File: src/rtl/spi_frame_sequencer.sv
`timescale 1ns/1ps
// Frame sequencer in front of an SPI master driver: splits a frame into words,
// runs one driver transaction per word (MSW first) and reassembles the replies.
module spi_frame_sequencer #(
    parameter int DATA_WIDTH   = 8,
    parameter int FRAME_WORDS  = 4,
    parameter int GAP_CYCLES   = 2,
    parameter int BUSY_TIMEOUT = 4
) (
    input  logic                              clk,
    input  logic                              rst,
    input  logic                              frame_valid,
    input  logic [FRAME_WORDS*DATA_WIDTH-1:0] frame_in,
    output logic                              frame_ready,
    output logic [FRAME_WORDS*DATA_WIDTH-1:0] frame_out,
    output logic                              frame_out_valid,
    output logic                              frame_err,
    output logic                              busy,
    output logic                              drv_start,
    output logic [DATA_WIDTH-1:0]             drv_data_in,
    input  logic [DATA_WIDTH-1:0]             drv_data_out,
    input  logic                              drv_ready
);

    localparam int FW  = FRAME_WORDS * DATA_WIDTH;
    localparam int WCW = (FRAME_WORDS > 1) ? $clog2(FRAME_WORDS) : 1;
    localparam int TCW = $clog2(BUSY_TIMEOUT + 1);
    localparam int GCW = (GAP_CYCLES > 0) ? $clog2(GAP_CYCLES + 1) : 1;

    localparam logic [2:0] S_IDLE      = 3'd0;
    localparam logic [2:0] S_LOAD      = 3'd1;
    localparam logic [2:0] S_WAIT_BUSY = 3'd2;
    localparam logic [2:0] S_WAIT_DONE = 3'd3;
    localparam logic [2:0] S_GAP       = 3'd4;
    localparam logic [2:0] S_DONE      = 3'd5;

    logic [2:0]            state_q, state_d;
    logic [FW-1:0]         tx_q, tx_d;
    logic [FW-1:0]         rx_q, rx_d;
    logic [WCW-1:0]        word_cnt_q, word_cnt_d;
    logic [TCW-1:0]        tmo_cnt_q, tmo_cnt_d;
    logic [GCW-1:0]        gap_cnt_q, gap_cnt_d;
    logic                  abort_q, abort_d;
    logic                  frame_ready_q, frame_ready_d;
    logic [FW-1:0]         frame_out_q, frame_out_d;
    logic                  frame_out_valid_q, frame_out_valid_d;
    logic                  frame_err_q, frame_err_d;
    logic                  busy_q, busy_d;
    logic                  drv_start_q, drv_start_d;
    logic [DATA_WIDTH-1:0] drv_data_in_q, drv_data_in_d;
    logic [FW-1:0]         tx_next;
    logic                  accept;

    // frame_ready_q is only ever high while sitting in IDLE, so it gates acceptance alone.
    assign accept  = frame_valid & frame_ready_q;
    assign tx_next = tx_q << DATA_WIDTH;

    always_comb begin
        state_d           = state_q;
        tx_d              = tx_q;
        rx_d              = rx_q;
        word_cnt_d        = word_cnt_q;
        tmo_cnt_d         = tmo_cnt_q;
        gap_cnt_d         = gap_cnt_q;
        abort_d           = abort_q;
        frame_out_d       = frame_out_q;
        frame_out_valid_d = 1'b0;
        frame_err_d       = 1'b0;
        drv_start_d       = 1'b0;
        drv_data_in_d     = drv_data_in_q;

        case (state_q)
            S_IDLE: begin
                if (accept) begin
                    tx_d          = frame_in;
                    rx_d          = '0;
                    word_cnt_d    = WCW'(FRAME_WORDS - 1);
                    drv_data_in_d = frame_in[FW-1 -: DATA_WIDTH];
                    state_d       = S_LOAD;
                end
            end
            S_LOAD: begin
                if (drv_ready) begin
                    drv_start_d = 1'b1;
                    tmo_cnt_d   = '0;
                    state_d     = S_WAIT_BUSY;
                end
            end
            S_WAIT_BUSY: begin
                if (!drv_ready) begin
                    state_d = S_WAIT_DONE;
                end else begin
                    tmo_cnt_d = tmo_cnt_q + TCW'(1);
                    if (tmo_cnt_d == TCW'(BUSY_TIMEOUT)) begin
                        abort_d = 1'b1;
                        state_d = S_DONE;
                    end
                end
            end
            S_WAIT_DONE: begin
                if (drv_ready) begin
                    rx_d = (rx_q << DATA_WIDTH) | FW'(drv_data_out);
                    if (word_cnt_q == '0) begin
                        state_d = S_DONE;
                    end else begin
                        word_cnt_d    = word_cnt_q - WCW'(1);
                        tx_d          = tx_next;
                        drv_data_in_d = tx_next[FW-1 -: DATA_WIDTH];
                        gap_cnt_d     = '0;
                        state_d       = (GAP_CYCLES == 0) ? S_LOAD : S_GAP;
                    end
                end
            end
            S_GAP: begin
                gap_cnt_d = gap_cnt_q + GCW'(1);
                if (gap_cnt_d == GCW'(GAP_CYCLES)) begin
                    gap_cnt_d = '0;
                    state_d   = S_LOAD;
                end
            end
            S_DONE: begin
                // On abort, word_cnt_q+1 slices were never filled; left-align what arrived.
                frame_out_d       = abort_q ? (rx_q << (DATA_WIDTH * (int'(word_cnt_q) + 1))) : rx_q;
                frame_out_valid_d = 1'b1;
                frame_err_d       = abort_q;
                abort_d           = 1'b0;
                state_d           = S_IDLE;
            end
            default: state_d = S_IDLE;
        endcase

        frame_ready_d = (state_q == S_IDLE) && (state_d == S_IDLE);
        busy_d        = !frame_ready_d;
    end

    always_ff @(posedge clk or posedge rst) begin
        if (rst) begin
            state_q           <= S_IDLE;
            tx_q              <= '0;
            rx_q              <= '0;
            word_cnt_q        <= '0;
            tmo_cnt_q         <= '0;
            gap_cnt_q         <= '0;
            abort_q           <= 1'b0;
            frame_ready_q     <= 1'b0;
            frame_out_q       <= '0;
            frame_out_valid_q <= 1'b0;
            frame_err_q       <= 1'b0;
            busy_q            <= 1'b0;
            drv_start_q       <= 1'b0;
            drv_data_in_q     <= '0;
        end else begin
            state_q           <= state_d;
            tx_q              <= tx_d;
            rx_q              <= rx_d;
            word_cnt_q        <= word_cnt_d;
            tmo_cnt_q         <= tmo_cnt_d;
            gap_cnt_q         <= gap_cnt_d;
            abort_q           <= abort_d;
            frame_ready_q     <= frame_ready_d;
            frame_out_q       <= frame_out_d;
            frame_out_valid_q <= frame_out_valid_d;
            frame_err_q       <= frame_err_d;
            busy_q            <= busy_d;
            drv_start_q       <= drv_start_d;
            drv_data_in_q     <= drv_data_in_d;
        end
    end

    assign frame_ready     = frame_ready_q;
    assign frame_out       = frame_out_q;
    assign frame_out_valid = frame_out_valid_q;
    assign frame_err       = frame_err_q;
    assign busy            = busy_q;
    assign drv_start       = drv_start_q;
    assign drv_data_in     = drv_data_in_q;

endmodule

File: config.mk
export PLATFORM = sky130hd
export DESIGN_NAME = spi_frame_sequencer
export DESIGN_NICKNAME = d
export VERILOG_FILES = /design/src/rtl/spi_frame_sequencer.sv
export SDC_FILE = /design/constraint.sdc
export NUM_CORES = 1
export LEC_CHECK = 0
export CAP_MARGIN = 20
export CORE_MARGIN = 3
export CORE_UTILIZATION = 48
export DETAILED_ROUTE_END_ITERATION = 6
export DONT_BUFFER_PORTS = 1
export SLEW_MARGIN = 10
export SYNTH_ARGS = -nofsm -noshare
export SYNTH_HDL_FRONTEND = slang
export SYNTH_SLANG_ARGS = --single-unit
File: constraint.sdc
create_clock -name clk -period 7.4 [get_ports clk]
set_clock_uncertainty 0.05 [all_clocks]
set_input_delay 0.74 -clock clk [delete_from_list [all_inputs] [get_ports clk]]
set_output_delay 0.74 -clock clk [all_outputs]
set_load 0.02 [all_outputs]
==> images/m1.png <==
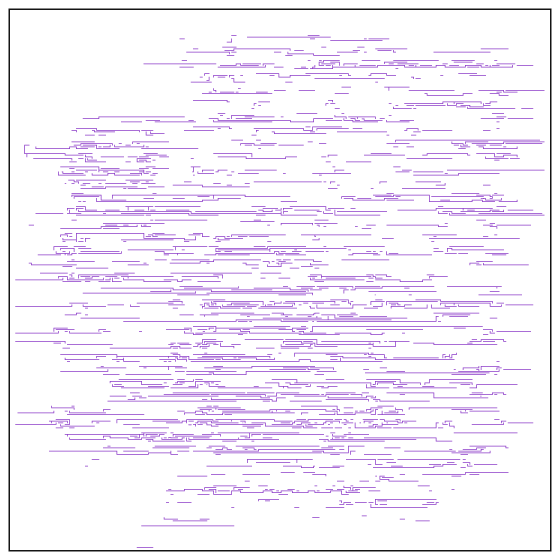
longest straight run = 34.7 µm
main direction = horizontal
wire length on this layer = 5690 µm
share of all routed wire = 47%
nets with wire on the layer = 517

==> images/m2.png <==
Cells faint in the background.
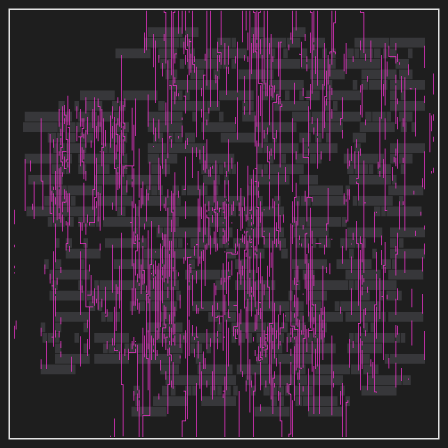
wire length on this layer = 5160 µm
main direction = vertical
share of all routed wire = 43%

==> results.toml <==
# flow metrics
[clock_network]
cts_hold_buf = 0
path_clk_slew_ns = 0.11
cts_sinks = 112
cts_tree = "yes"
cts_setup_buffers = 0
htree_levels = 3
post_cts_resized = 0
numCtsBuffers = 9
clock_path_buffers = 2

[global_route]
gr-total-overflow = 0
track_usage = 0.203
busiest_layer = "met1"
grtUsageMet1 = 0.309
groute.layer.met2.usage = 0.284

[logic_synthesis]
synth_adder_area_share = 0.00956
post-synth-top-area-cell = "dfrtp_1"
ys_area_mm2 = 0.00524
ys.flops = 112
simple_gate_share = 0.159
async_reset_ff_frac = 1.00
yosys_warnings = 0
synthCells = 547
synth_area_mm2 = 0.00524
topCellsByArea = "dfrtp_1, nand2_1, mux2i_1"
edf_count = 0
common_cells = "nand2_1, dfrtp_1, o21ai_0, nor2_1, mux2i_1"

[detailed_routing]
wl_met2_um = 5160
wirelength_um = 12000
ant_nets = 0
wl_per_cell_um = 18.1

[final_timing]
final_hold_viol_count = 0
setup_slack_ns = 4.41
slew_headroom = 0.334
fmax_ghz = 0.334
post-route-period-util = 0.404
rsz0062_at_grt = "no"
drv_slew = 0

[layout]
fill_cells = 939
clk_share = 0.0410
seq_area_frac = 0.508
regArea_mm2 = 0.00280
bufAreaShareNonClock = 0.0168
logic_gates = 375
mostFrequentLayoutCell = "nand2_1"
inv_count = 19
area_delta_synth_final_pct = 5.42
largest_class = "registers"
signal_buffers = 6
layoutNonFillerInstCount = 664

[critical_path]
crit_path_frequent_cell = "nor2_1"
endpoint = "frame_out[14]"
worst-path-max-fanout = 27
worstPathRequired_ns = 7.62
cp_cell_sequence = "inv_1 > ha_1 > nor2_1 > a21o_1 > a221oi_1 > nor2_1"
slowest_delay_ns = 0.89
r2r_cells = 6
r2r_end = "frame_out[14]"

[placement]
placed_cells = 647
place_congestion = 0.859
hpwl_um = 8150
dp_slack_ns = 4.47

[status]
status = "finished clean"

[floorplanning]
tap_cells = 136
core_area_mm2 = 0.0105
io_pins = 89
die_w_um = 110
rows = 37

[power_and_ir_drop]
power.internal_w = 0.00137
switching_share = 0.432
powerDensity_mw_per_mm2 = 435
power_clock_w = 0.000410
p_comb_w = 0.000755
power_frac_clock = 0.171
p_seq_frac = 0.515
irDropWorstVdd_v = 0.000188
p_seq_w = 0.00124
leakage_nw = 2.57
